==> config.mk <==
export PLATFORM = sky130hd
export DESIGN_NAME = seed_expander_flat
export DESIGN_NICKNAME = d
export VERILOG_FILES = /design/src/rtl/seed_expander_pkg.sv /design/src/rtl/seed_expander_if.sv /design/src/rtl/seed_expander_lane_packer.sv /design/src/rtl/seed_expander.sv /design/src/flat_wrapper.sv
export SDC_FILE = /design/constraint.sdc
export NUM_CORES = 2
export LEC_CHECK = 0
export CORE_AREA = 2 2 545 547
export CTS_BUF_LIST = sky130_fd_sc_hd__clkbuf_4
export DETAILED_ROUTE_END_ITERATION = 6
export DIE_AREA = 0 0 547 549
export PLACE_DENSITY = 0.46
export REMOVE_ABC_BUFFERS = 1
export SYNTH_ARGS = -nofsm -noshare
export SYNTH_HDL_FRONTEND = slang
export SYNTH_SLANG_ARGS = --single-unit
==> constraint.sdc <==
create_clock -name clk -period 4 [get_ports clk]
set_input_delay 0.4 -clock clk [delete_from_list [all_inputs] [get_ports clk]]
set_output_delay 0.4 -clock clk [all_outputs]
set_load 0.02 [all_outputs]
==> src/rtl/seed_expander_pkg.sv <==
// Package for the seed expander and the samplers that share its lane conventions.
// Holds the byte counts of the seed and of the squeezed output split, the lane
// geometry of the sponge word interface, the controller state encoding, and the
// byte <-> lane ordering helper.
//
// Byte/lane convention:
//   - Byte arrays (seed, rho, rhoprime, key) are stored big-endian: byte 0 sits
//     in the most-significant byte of the vector.
//   - Sponge lanes are Keccak little-endian: the first byte of a lane sits in
//     bits [7:0].
//   Converting one into the other is a byte swap of each 8-byte chunk.
package seed_expander_pkg;

  localparam int SEED_BYTES = 32;
  localparam int OUT_BYTES  = 128;
  localparam int RHO_BYTES  = 32;
  localparam int RHOP_BYTES = 64;
  localparam int KEY_BYTES  = 32;

  localparam int W          = 64;
  localparam int LANE_BYTES = W / 8;
  localparam int SEED_LANES = SEED_BYTES / LANE_BYTES;
  localparam int OUT_LANES  = OUT_BYTES / LANE_BYTES;

  // One counter serves both phases, so it is sized for the longer one.
  localparam int CNT_W = $clog2(OUT_LANES);

  typedef logic [W-1:0] lane_t;

  typedef enum logic [1:0] {
    ST_IDLE    = 2'd0,
    ST_ABSORB  = 2'd1,
    ST_SQUEEZE = 2'd2,
    ST_DONE    = 2'd3
  } state_t;

  // Big-endian 8-byte chunk <-> little-endian lane. The mapping is its own
  // inverse, so the same function serves both directions.
  function automatic lane_t swap_lane_bytes(input lane_t x);
    lane_t y;
    for (int i = 0; i < LANE_BYTES; i++) begin
      y[8*i +: 8] = x[W-8-8*i +: 8];
    end
    return y;
  endfunction

endpackage

==> src/rtl/seed_expander_if.sv <==
// Word interface between the seed expander and the external SHAKE256 sponge core.
//   absorb_data  : lane pushed into the sponge (Keccak little-endian byte order)
//   absorb_valid : absorb_data valid
//   absorb_last  : final message lane; the core appends SHAKE padding after it
//   absorb_ready : core accepts a lane when valid & ready
//   sq_data      : squeezed lane from the core
//   sq_valid     : sq_data valid
//   sq_ready     : expander accepts a squeezed lane when valid & ready
// Modports: master = seed expander side, slave = sponge core side.
interface seed_expander_if;
  import seed_expander_pkg::*;

  lane_t absorb_data;
  logic  absorb_valid;
  logic  absorb_last;
  logic  absorb_ready;
  lane_t sq_data;
  logic  sq_valid;
  logic  sq_ready;

  modport master (
    output absorb_data, absorb_valid, absorb_last, sq_ready,
    input  absorb_ready, sq_data, sq_valid
  );

  modport slave (
    input  absorb_data, absorb_valid, absorb_last, sq_ready,
    output absorb_ready, sq_data, sq_valid
  );

endinterface

==> src/rtl/seed_expander_lane_packer.sv <==
// Combinational byte-order converter between big-endian byte chunks and
// little-endian sponge lanes.
//   chunk_in  : 8 bytes, first byte at MSB (next seed chunk)
//   lane_out  : same bytes as a sponge lane, first byte in bits [7:0]
//   lane_in   : lane squeezed from the sponge, first byte in bits [7:0]
//   chunk_out : same bytes as a big-endian chunk, first byte at MSB
module seed_expander_lane_packer
  import seed_expander_pkg::*;
(
  input  lane_t chunk_in,
  output lane_t lane_out,
  input  lane_t lane_in,
  output lane_t chunk_out
);

  assign lane_out  = swap_lane_bytes(chunk_in);
  assign chunk_out = swap_lane_bytes(lane_in);

endmodule

==> src/rtl/seed_expander.sv <==
// Dilithium keygen seed expander: H(zeta) -> rho || rhoprime || key.
// Feeds the 32-byte seed into an external SHAKE256 sponge as four lanes, then
// collects sixteen squeezed lanes (128 bytes) and publishes them split 32/64/32.
// Ports:
//   clk, rst_n : clock, asynchronous active-low reset
//   start      : one-cycle request, seed sampled in the same cycle (IDLE only)
//   seed       : zeta, byte 0 at MSB
//   busy       : high from the cycle after start until done
//   done       : one-cycle pulse; rho/rhoprime/key valid from this cycle on
//   sponge     : lane handshake interface towards the sponge core
//   rho        : squeezed bytes 0..31, byte 0 at MSB
//   rhoprime   : squeezed bytes 32..95, byte 32 at MSB
//   key        : squeezed bytes 96..127, byte 96 at MSB
module seed_expander
  import seed_expander_pkg::*;
(
  input  logic                    clk,
  input  logic                    rst_n,
  input  logic                    start,
  input  logic [SEED_BYTES*8-1:0] seed,
  output logic                    busy,
  output logic                    done,
  seed_expander_if.master         sponge,
  output logic [RHO_BYTES*8-1:0]  rho,
  output logic [RHOP_BYTES*8-1:0] rhoprime,
  output logic [KEY_BYTES*8-1:0]  key
);

  state_t                   state, state_next;
  logic [CNT_W-1:0]         lane_cnt;
  logic [SEED_BYTES*8-1:0]  seed_sr;
  logic [OUT_BYTES*8-1:0]   shadow, shadow_next;

  lane_t absorb_lane;
  lane_t sq_chunk;

  logic absorb_fire, sq_fire;
  logic absorb_is_last, sq_is_last;

  logic  absorb_valid_c, absorb_last_c, sq_ready_c;
  lane_t absorb_data_c;

  // The seed shift register always presents the next unsent chunk at its top.
  seed_expander_lane_packer u_packer (
    .chunk_in  (seed_sr[SEED_BYTES*8-1 -: W]),
    .lane_out  (absorb_lane),
    .lane_in   (sponge.sq_data),
    .chunk_out (sq_chunk)
  );

  assign absorb_fire    = (state == ST_ABSORB)  && sponge.absorb_ready;
  assign sq_fire        = (state == ST_SQUEEZE) && sponge.sq_valid;
  assign absorb_is_last = (lane_cnt == CNT_W'(SEED_LANES - 1));
  assign sq_is_last     = (lane_cnt == CNT_W'(OUT_LANES - 1));

  // Squeezed lanes enter at the bottom, so after the last lane the first
  // squeezed byte has reached the MSB of the shadow.
  assign shadow_next = {shadow[OUT_BYTES*8-W-1:0], sq_chunk};

  // NOTE: every signal written here gets a default first, so no path leaves
  // one unassigned and no latch is inferred.
  always_comb begin
    state_next     = state;
    busy           = 1'b0;
    done           = 1'b0;
    absorb_valid_c = 1'b0;
    absorb_last_c  = 1'b0;
    absorb_data_c  = '0;
    sq_ready_c     = 1'b0;

    unique case (state)
      ST_IDLE: begin
        if (start) state_next = ST_ABSORB;
      end
      ST_ABSORB: begin
        busy           = 1'b1;
        absorb_valid_c = 1'b1;
        absorb_data_c  = absorb_lane;
        absorb_last_c  = absorb_is_last;
        if (absorb_fire && absorb_is_last) state_next = ST_SQUEEZE;
      end
      ST_SQUEEZE: begin
        busy       = 1'b1;
        sq_ready_c = 1'b1;
        if (sq_fire && sq_is_last) state_next = ST_DONE;
      end
      ST_DONE: begin
        done       = 1'b1;
        state_next = ST_IDLE;
      end
      default: state_next = ST_IDLE;
    endcase
  end

  assign sponge.absorb_valid = absorb_valid_c;
  assign sponge.absorb_last  = absorb_last_c;
  assign sponge.absorb_data  = absorb_data_c;
  assign sponge.sq_ready     = sq_ready_c;

  // NOTE: sequential state uses non-blocking assignments so every register
  // samples the pre-edge values of the others.
  always_ff @(posedge clk or negedge rst_n) begin
    if (!rst_n) begin
      state <= ST_IDLE;
    end else begin
      state <= state_next;
    end
  end

  // NOTE: the data registers are reset too, not just the control: a reset in
  // the middle of a run must leave no seed material or partial output visible.
  always_ff @(posedge clk or negedge rst_n) begin
    if (!rst_n) begin
      lane_cnt <= '0;
      seed_sr  <= '0;
      shadow   <= '0;
      rho      <= '0;
      rhoprime <= '0;
      key      <= '0;
    end else begin
      unique case (state)
        ST_IDLE: begin
          if (start) begin
            seed_sr  <= seed;
            lane_cnt <= '0;
          end
        end
        ST_ABSORB: begin
          if (absorb_fire) begin
            seed_sr  <= seed_sr << W;
            lane_cnt <= absorb_is_last ? '0 : lane_cnt + CNT_W'(1);
          end
        end
        ST_SQUEEZE: begin
          if (sq_fire) begin
            shadow   <= shadow_next;
            lane_cnt <= sq_is_last ? '0 : lane_cnt + CNT_W'(1);
            // Published only on the final lane, so the outputs change exactly
            // as done rises and never show a partially filled block.
            if (sq_is_last) {rho, rhoprime, key} <= shadow_next;
          end
        end
        default: ;
      endcase
    end
  end

endmodule
==> src/flat_wrapper.sv <==
// flat-port wrapper written by rule: the top's interface ports become plain ports
module seed_expander_flat import seed_expander_pkg::*;
  (clk, rst_n, start, seed, busy, done, rho, rhoprime, key, sponge_absorb_data, sponge_absorb_valid, sponge_absorb_last, sponge_sq_ready, sponge_absorb_ready, sponge_sq_data, sponge_sq_valid);
  seed_expander_if sponge_i ();
  input  logic clk;
  input  logic rst_n;
  input  logic start;
  input  logic [SEED_BYTES*8-1:0] seed;
  output logic busy;
  output logic done;
  output logic [RHO_BYTES*8-1:0] rho;
  output logic [RHOP_BYTES*8-1:0] rhoprime;
  output logic [KEY_BYTES*8-1:0] key;
  output wire logic [$bits(sponge_i.absorb_data)-1:0] sponge_absorb_data;
  output wire logic [$bits(sponge_i.absorb_valid)-1:0] sponge_absorb_valid;
  output wire logic [$bits(sponge_i.absorb_last)-1:0] sponge_absorb_last;
  output wire logic [$bits(sponge_i.sq_ready)-1:0] sponge_sq_ready;
  input wire logic [$bits(sponge_i.absorb_ready)-1:0] sponge_absorb_ready;
  input wire logic [$bits(sponge_i.sq_data)-1:0] sponge_sq_data;
  input wire logic [$bits(sponge_i.sq_valid)-1:0] sponge_sq_valid;
  assign sponge_absorb_data = sponge_i.absorb_data;
  assign sponge_absorb_valid = sponge_i.absorb_valid;
  assign sponge_absorb_last = sponge_i.absorb_last;
  assign sponge_sq_ready = sponge_i.sq_ready;
  assign sponge_i.absorb_ready = sponge_absorb_ready;
  assign sponge_i.sq_data = sponge_sq_data;
  assign sponge_i.sq_valid = sponge_sq_valid;
  seed_expander u_core (.clk(clk), .rst_n(rst_n), .start(start), .seed(seed), .busy(busy), .done(done), .sponge(sponge_i), .rho(rho), .rhoprime(rhoprime), .key(key));
endmodule
==> impl_metrics.env <==
# yosys + openroad results
export IMPL_outcome="finished clean"
export IMPL_synth_comb_largest_family="multiplexers"
export IMPL_rr_startpoint="u_core.state[0]"
export IMPL_route_detailed_drc=0
export IMPL_ys_ff=2246
export IMPL_synth_edff_count=0
export IMPL_drt_vias_per_instance=4.41
export IMPL_p_per_area_nw_per_um2=548
export IMPL_async_reset_ff_share_pct=100
export IMPL_drt_iter0_markers=2252
export IMPL_setup_worst_path_end_class="output port"
export IMPL_maxCapViolCount=0
export IMPL_first_pass_grt_wire_length_mm=395
export IMPL_final_max_slew_viol_count=0
export IMPL_critPathMaxStageDelay_ns=0.65
export IMPL_ir_drop_v=0.000483
export IMPL_timing_critical_path_arrival_ns=3.36
export IMPL_critical_path_top_delay_family="buffers and inverters"
export IMPL_worstSetupPathType="flop to output port"
export IMPL_synthXorXnorAreaFrac_pct=0
export IMPL_number_of_detailed_routing_iterations_run_before_antenna_repair=5
export IMPL_finalSetupViolCount=0
export IMPL_floorplan_io_pins=1418
export IMPL_tritoncts="yes"
export IMPL_worst_path_stages=6
export IMPL_grt_antenna_before_repair=27
export IMPL_critPathCapture="sponge_absorb_data[11]"
export IMPL_final_hold_fails=0
export IMPL_yosysUniqueCellTypes=32
export IMPL_ys_seq_share_pct=66.0
export IMPL_simple_gate_area_share_pct=2.62
export IMPL_finalClockPeriodUsage_pct=94.0
export IMPL_synth_top_cell_area_share_pct=66.0
export IMPL_count_of_buffers_from_port_buffering=1417
export IMPL_top_cell="sky130_fd_sc_hd__dfrtp_1"
export IMPL_ys_cells=5421
export IMPL_gpl_final_weighted_congestion=0.801
export IMPL_final_sum_of_negative_setup_slack_ns=0
export IMPL_grt_total_usage_pct=17.5
export IMPL_layout_cells_non_filler=12232
export IMPL_yosys_top_cells_count="sky130_fd_sc_hd__dfrtp_1, sky130_fd_sc_hd__mux2_2, sky130_fd_sc_hd__nand2_1"
-- where the power goes --
part           switching, µW  internal (µW)
registers               3280          27300
logic                   6450           6830
clock network          10100          10900
-- layout make-up --
| cell class | instances | share of cell area (%) |
|---|---|---|
| diodes | 15 | 0.0317 |
| clock inverters | 122 | 0.786 |
| well taps | 3939 | 4.17 |
| multi-input cells | 2857 | 23.4 |
| inverters | 6 | 0.0190 |
| clock buffers | 920 | 5.84 |
| repair buffers | 2127 | 18.3 |
| flip-flops and latches | 2246 | 47.5 |
-- registers in the layout, indices dropped and copies added (netlist names) --
signal / cells
u_core.shadow: 960
u_core.rhoprime: 512
u_core.key: 256
u_core.rho: 256
u_core.seed_sr: 256
u_core.lane_cnt: 4
u_core.state: 2
Fig. 1: the metal 1 layer
The bar under the picture is 200 µm long. Supply wires on this layer in grey.
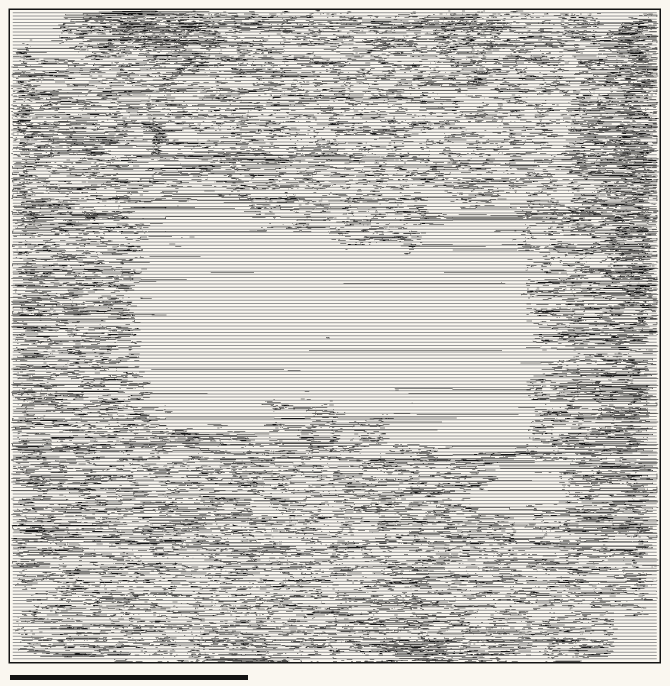
nets with wire on the layer: 7490
wire length on this layer: 105 mm
longest straight run: 162 µm
main direction: horizontal

Fig. 2: M2 wires
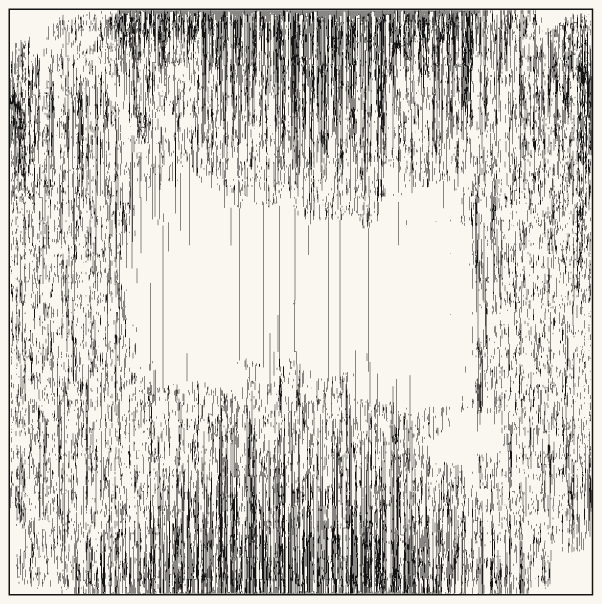
wire length on this layer: 129 mm
share of all routed wire: 48%
longest straight run: 198 µm

Fig. 3: metal 3
The bar under the picture is 200 µm long.
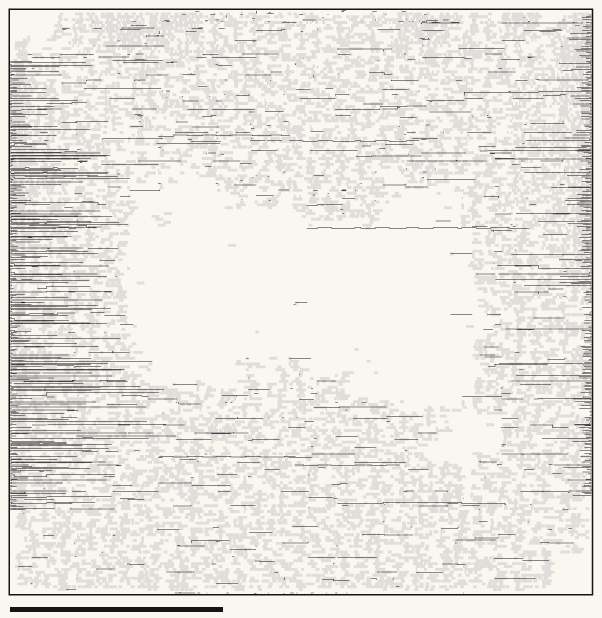
wire length on this layer: 22.4 mm
nets with wire on the layer: 822
main direction: horizontal
share of all routed wire: 8.4%
longest straight run: 144 µm
met3 demand-to-capacity share in global routing: 6.72%
wirelength, routed: 268 mm
count of vias placed by the detailed router: 53.9k

Fig. 4: metal 4
Supply wires on this layer in grey.
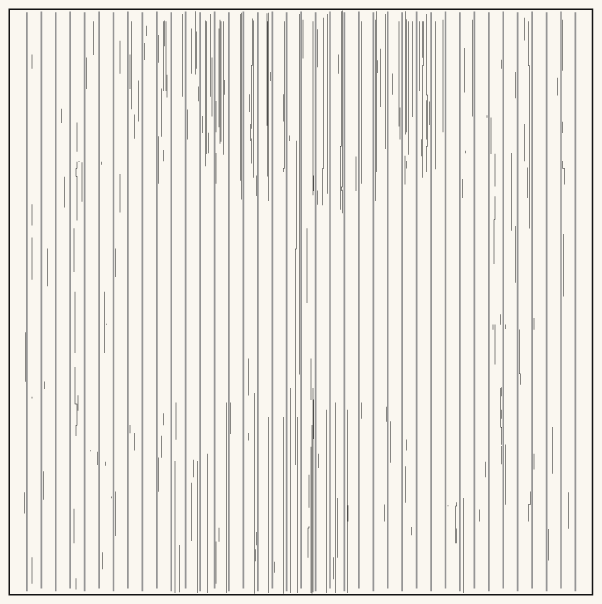
share of all routed wire: 4.6%
longest straight run: 339 µm
wire length on this layer: 12300 µm
nets with wire on the layer: 135

Fig. 5: clock routing
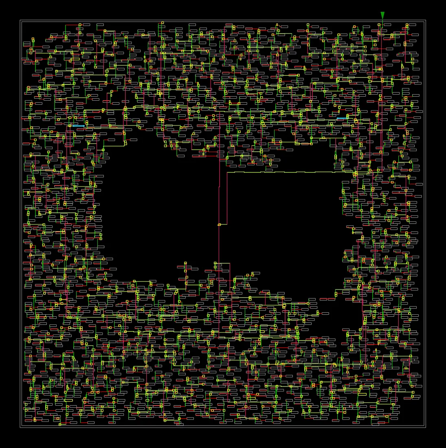
Num CTS Buffers: 636
clock insertion delay at the later pin of the skew report: 1.53 ns

Power and IR drop assume default switching activity.
